==> src/rtl/mul_seq.sv <==
// rtl/mul_seq.sv - sequential signed Q-format shift-add multiplier
// Optional feature: define MUL_SATURATE_EN to clamp out-of-range products instead of wrapping.

module mul_seq #(
    parameter int WIDTH = 16,
    parameter int QBITS = 8
) (
    input  logic             i_clk,
    input  logic             i_rst,
    input  logic [WIDTH-1:0] i_a,
    input  logic [WIDTH-1:0] i_b,
    input  logic             i_start,
    output logic [WIDTH-1:0] o_result,
    output logic             done,
    output logic             o_valid
);

    localparam logic [1:0] S_IDLE   = 2'd0;
    localparam logic [1:0] S_RUN    = 2'd1;
    localparam logic [1:0] S_FINISH = 2'd2;

    localparam int CW = (WIDTH > 1) ? $clog2(WIDTH) : 1;
    localparam logic [CW-1:0] CNT_LAST = CW'(WIDTH - 1);

    logic [1:0]         state;
    logic [CW-1:0]      cnt;
    logic [2*WIDTH-1:0] acc;
    logic [2*WIDTH-1:0] mcand;
    logic [WIDTH-1:0]   mplier;
    logic               sign_q;

    logic [WIDTH-1:0]   a_abs;
    logic [WIDTH-1:0]   b_abs;
    logic [WIDTH-1:0]   trunc_mag;
    logic [WIDTH-1:0]   wrap_res;
    logic [WIDTH-1:0]   finish_res;
    logic [2*WIDTH-1:0] unused_acc;

    // |-2^(WIDTH-1)| still fits because the magnitude registers are unsigned
    assign a_abs = i_a[WIDTH-1] ? (~i_a + WIDTH'(1)) : i_a;
    assign b_abs = i_b[WIDTH-1] ? (~i_b + WIDTH'(1)) : i_b;

    // Dropping the fraction bits of the magnitude rounds the signed result toward zero
    assign trunc_mag = acc[QBITS+WIDTH-1:QBITS];
    assign wrap_res  = sign_q ? (~trunc_mag + WIDTH'(1)) : trunc_mag;
    assign unused_acc = acc;

`ifdef MUL_SATURATE_EN
    localparam int MW = 2*WIDTH - QBITS;
    localparam logic [MW-1:0] POS_LIM = {{(MW-WIDTH+1){1'b0}}, {(WIDTH-1){1'b1}}};
    localparam logic [MW-1:0] NEG_LIM = {{(MW-WIDTH){1'b0}}, 1'b1, {(WIDTH-1){1'b0}}};

    logic [MW-1:0] full_mag;

    assign full_mag = acc[2*WIDTH-1:QBITS];

    always_comb begin
        finish_res = wrap_res;
        if (!sign_q && (full_mag > POS_LIM)) begin
            finish_res = {1'b0, {(WIDTH-1){1'b1}}};
        end else if (sign_q && (full_mag > NEG_LIM)) begin
            finish_res = {1'b1, {(WIDTH-1){1'b0}}};
        end
    end
`else
    assign finish_res = wrap_res;
`endif

    assign done = (state == S_IDLE);

    always_ff @(posedge i_clk) begin
        if (i_rst) begin
            state    <= S_IDLE;
            cnt      <= '0;
            acc      <= '0;
            mcand    <= '0;
            mplier   <= '0;
            sign_q   <= 1'b0;
            o_result <= '0;
            o_valid  <= 1'b0;
        end else begin
            case (state)
                S_IDLE: begin
                    if (i_start) begin
                        mcand    <= {{WIDTH{1'b0}}, a_abs};
                        mplier   <= b_abs;
                        sign_q   <= i_a[WIDTH-1] ^ i_b[WIDTH-1];
                        acc      <= '0;
                        cnt      <= '0;
                        o_valid  <= 1'b0;
                        o_result <= '0;
                        state    <= S_RUN;
                    end
                end
                S_RUN: begin
                    // LSB-first: the multiplicand is pre-shifted to the current bit weight
                    if (mplier[0]) begin
                        acc <= acc + mcand;
                    end
                    mcand  <= mcand << 1;
                    mplier <= mplier >> 1;
                    if (cnt == CNT_LAST) begin
                        state <= S_FINISH;
                    end else begin
                        cnt <= cnt + CW'(1);
                    end
                end
                S_FINISH: begin
                    o_result <= finish_res;
                    o_valid  <= 1'b1;
                    cnt      <= '0;
                    state    <= S_IDLE;
                end
                default: begin
                    state <= S_IDLE;
                end
            endcase
        end
    end

endmodule

==> config.mk <==
export PLATFORM = sky130hd
export DESIGN_NAME = mul_seq
export DESIGN_NICKNAME = d
export VERILOG_FILES = /design/src/rtl/mul_seq.sv
export SDC_FILE = /design/constraint.sdc
export NUM_CORES = 1
export LEC_CHECK = 0
export CAP_MARGIN = 20
export CELL_PAD_IN_SITES_DETAIL_PLACEMENT = 0
export CELL_PAD_IN_SITES_GLOBAL_PLACEMENT = 1
export CORE_MARGIN = 3
export CORE_UTILIZATION = 45
export CTS_BUF_LIST = sky130_fd_sc_hd__clkbuf_8 sky130_fd_sc_hd__clkbuf_16
export CTS_CLUSTER_DIAMETER = 120
export CTS_CLUSTER_SIZE = 40
export DETAILED_ROUTE_END_ITERATION = 12
export PLACE_DENSITY_LB_ADDON = 0.3
export SLEW_MARGIN = 10
export SYNTH_ARGS = -nofsm -noshare
export SYNTH_HDL_FRONTEND = slang
export SYNTH_SLANG_ARGS = --single-unit
==> constraint.sdc <==
create_clock -name i_clk -period 7.35 [get_ports i_clk]
set_input_delay 1.8375 -clock i_clk [delete_from_list [all_inputs] [get_ports i_clk]]
set_output_delay 1.8375 -clock i_clk [all_outputs]
set_load 0.02 [all_outputs]
Fig. 1: placement view
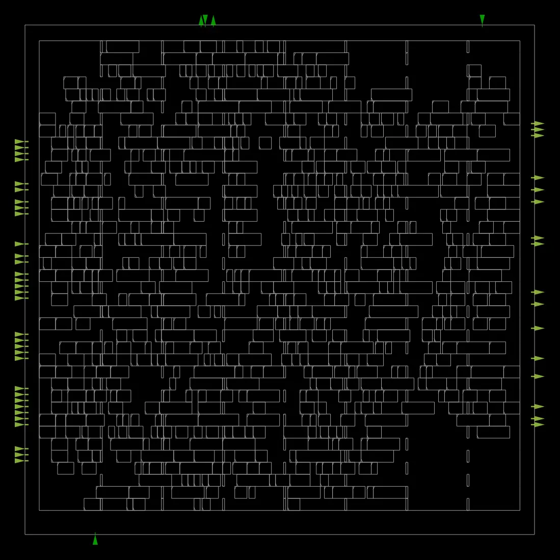
tap cells: 143
Filler cells: 1109
Final Util: 54.1%
Core Area: 11500 um^2
Flops: 88

Fig. 2: layout detail
The bar under the picture is 10 um long. Region (45, 22) to (70, 47) um. Cells in gray, sequential cells in the stronger gray; small squares are vias.
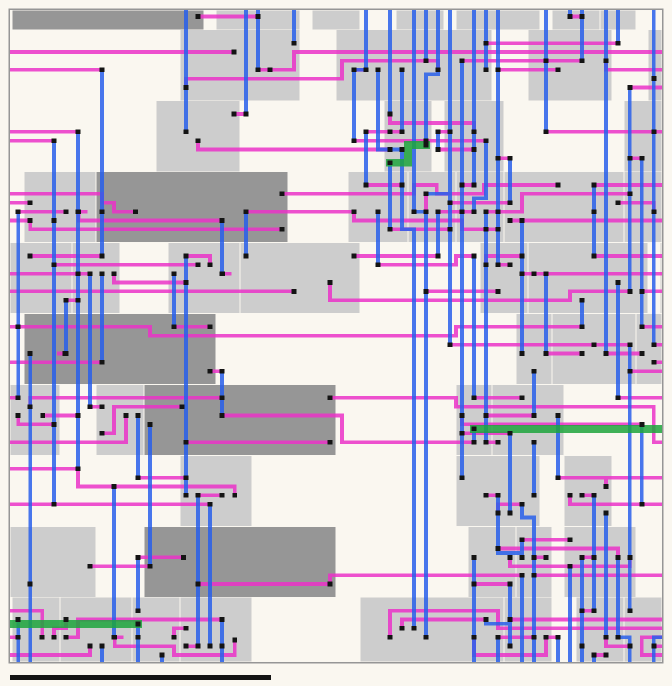
[metal 1] magenta
[metal 2] blue
[metal 3] green
cells with their middle in the window: 42
sequential cells in the window: 4
netlist names of flops here include: mcand (4)
most frequent: a21oi_1 (9), a22oi_1 (6)

==> CHANGELOG.md <==
## Implementation

* Status: finished, final reports clean
* Synth Area in Adders at about 6.7%
* Vias at 4764
* DP Area at ~5900 um^2
* First-pass GRT wire length at ~21000 um
* # Cells Yosys at 649
* Simple-Gate Fraction of Synth Area at 19.6%
* Logic pwr share at 12.8%
* Power Sequential at 508 uW
* Net switching power at 291 uW
* Syn-to-layout area delta at 16.4%
* Crit path to: mcand[13]
* R2R setup slack at 4.60 ns
* Comb area at about 3400 um^2
* Yosys xor share at 9.16%
* # DRC at 0
* Kind of end point of the critical path: flip-flop
* Register area at roughly 1800 um^2
* Clock Sink Count at 88
* Die Span X at approximately 120 um
* Synth logic family: AND-OR/OR-AND gates
* Tool warning count at 26
* Total negative setup slack at 0 ns
* Max power group: registers
* CTS root buffer: clkbuf_16
* Number of vias per cell at between 5 and 6
* Post-CTS Resized at 0
* Rows at 39
* Multi-input gate share of total cell area at 53.9%
* Fmax at 0.265 GHz
* Final setup vio count at 0
* R2r startpoint: mcand[0]
* Count leader, synth: dfxtp_1
* Layout inverter count without the clock tree at 13
* CTS tree: done
* Flop pwr share at between 40% and 50%
* CP max stage cell: or4_4
* Max clock buf depth at 2
* Design area at 6230 um^2
* Initial antenna violation count at 0
* Cell Area, Synth at about 5400 um^2
* Signal buf overhead at slightly above 9%
Fig. 3: clock wires, drivers and flops
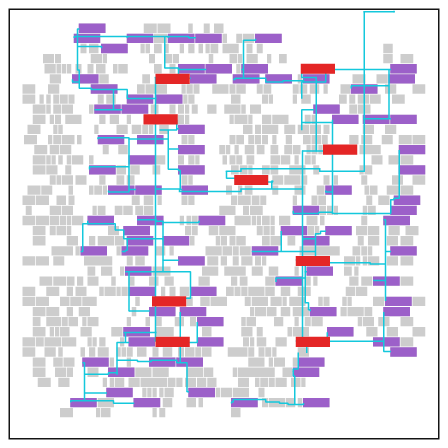
[clock wires] cyan | length: 1110 um
[flip-flops] purple | count: 88
[clock drivers] red | count: 9
flops lie: all over the die

## how the worst min path moves through the flow
stage,start,end
floorplan,mplier[0],mplier[0]
global placement,o_result[8],o_result[8]
detailed placement,o_result[3],o_result[3]
CTS,mplier[0],mplier[0]
global route,o_result[15],o_result[15]
finish,o_result[5],o_result[5]
## metrics by stage
step	power [mW]	utilization, %
global route	1.18	54.1
finish	1.13	54.1
detailed placement	0.663	51.2
floorplan	0.615	-
CTS	1.14	54.0
global placement	0.659	51.2
## routing by layer
metal	GRT usage (%)	wire length, um	share of wire, %	vias up
met5	0	0	0	-
met4	6.96	202	1.6	0
met3	2.26	555	4.5	15
met2	31.4	5600	45	115
met1	26.7	6080	49	2184
li1	-	-	-	2450
No activity file was given, so power comes from the tool's default toggle rates.
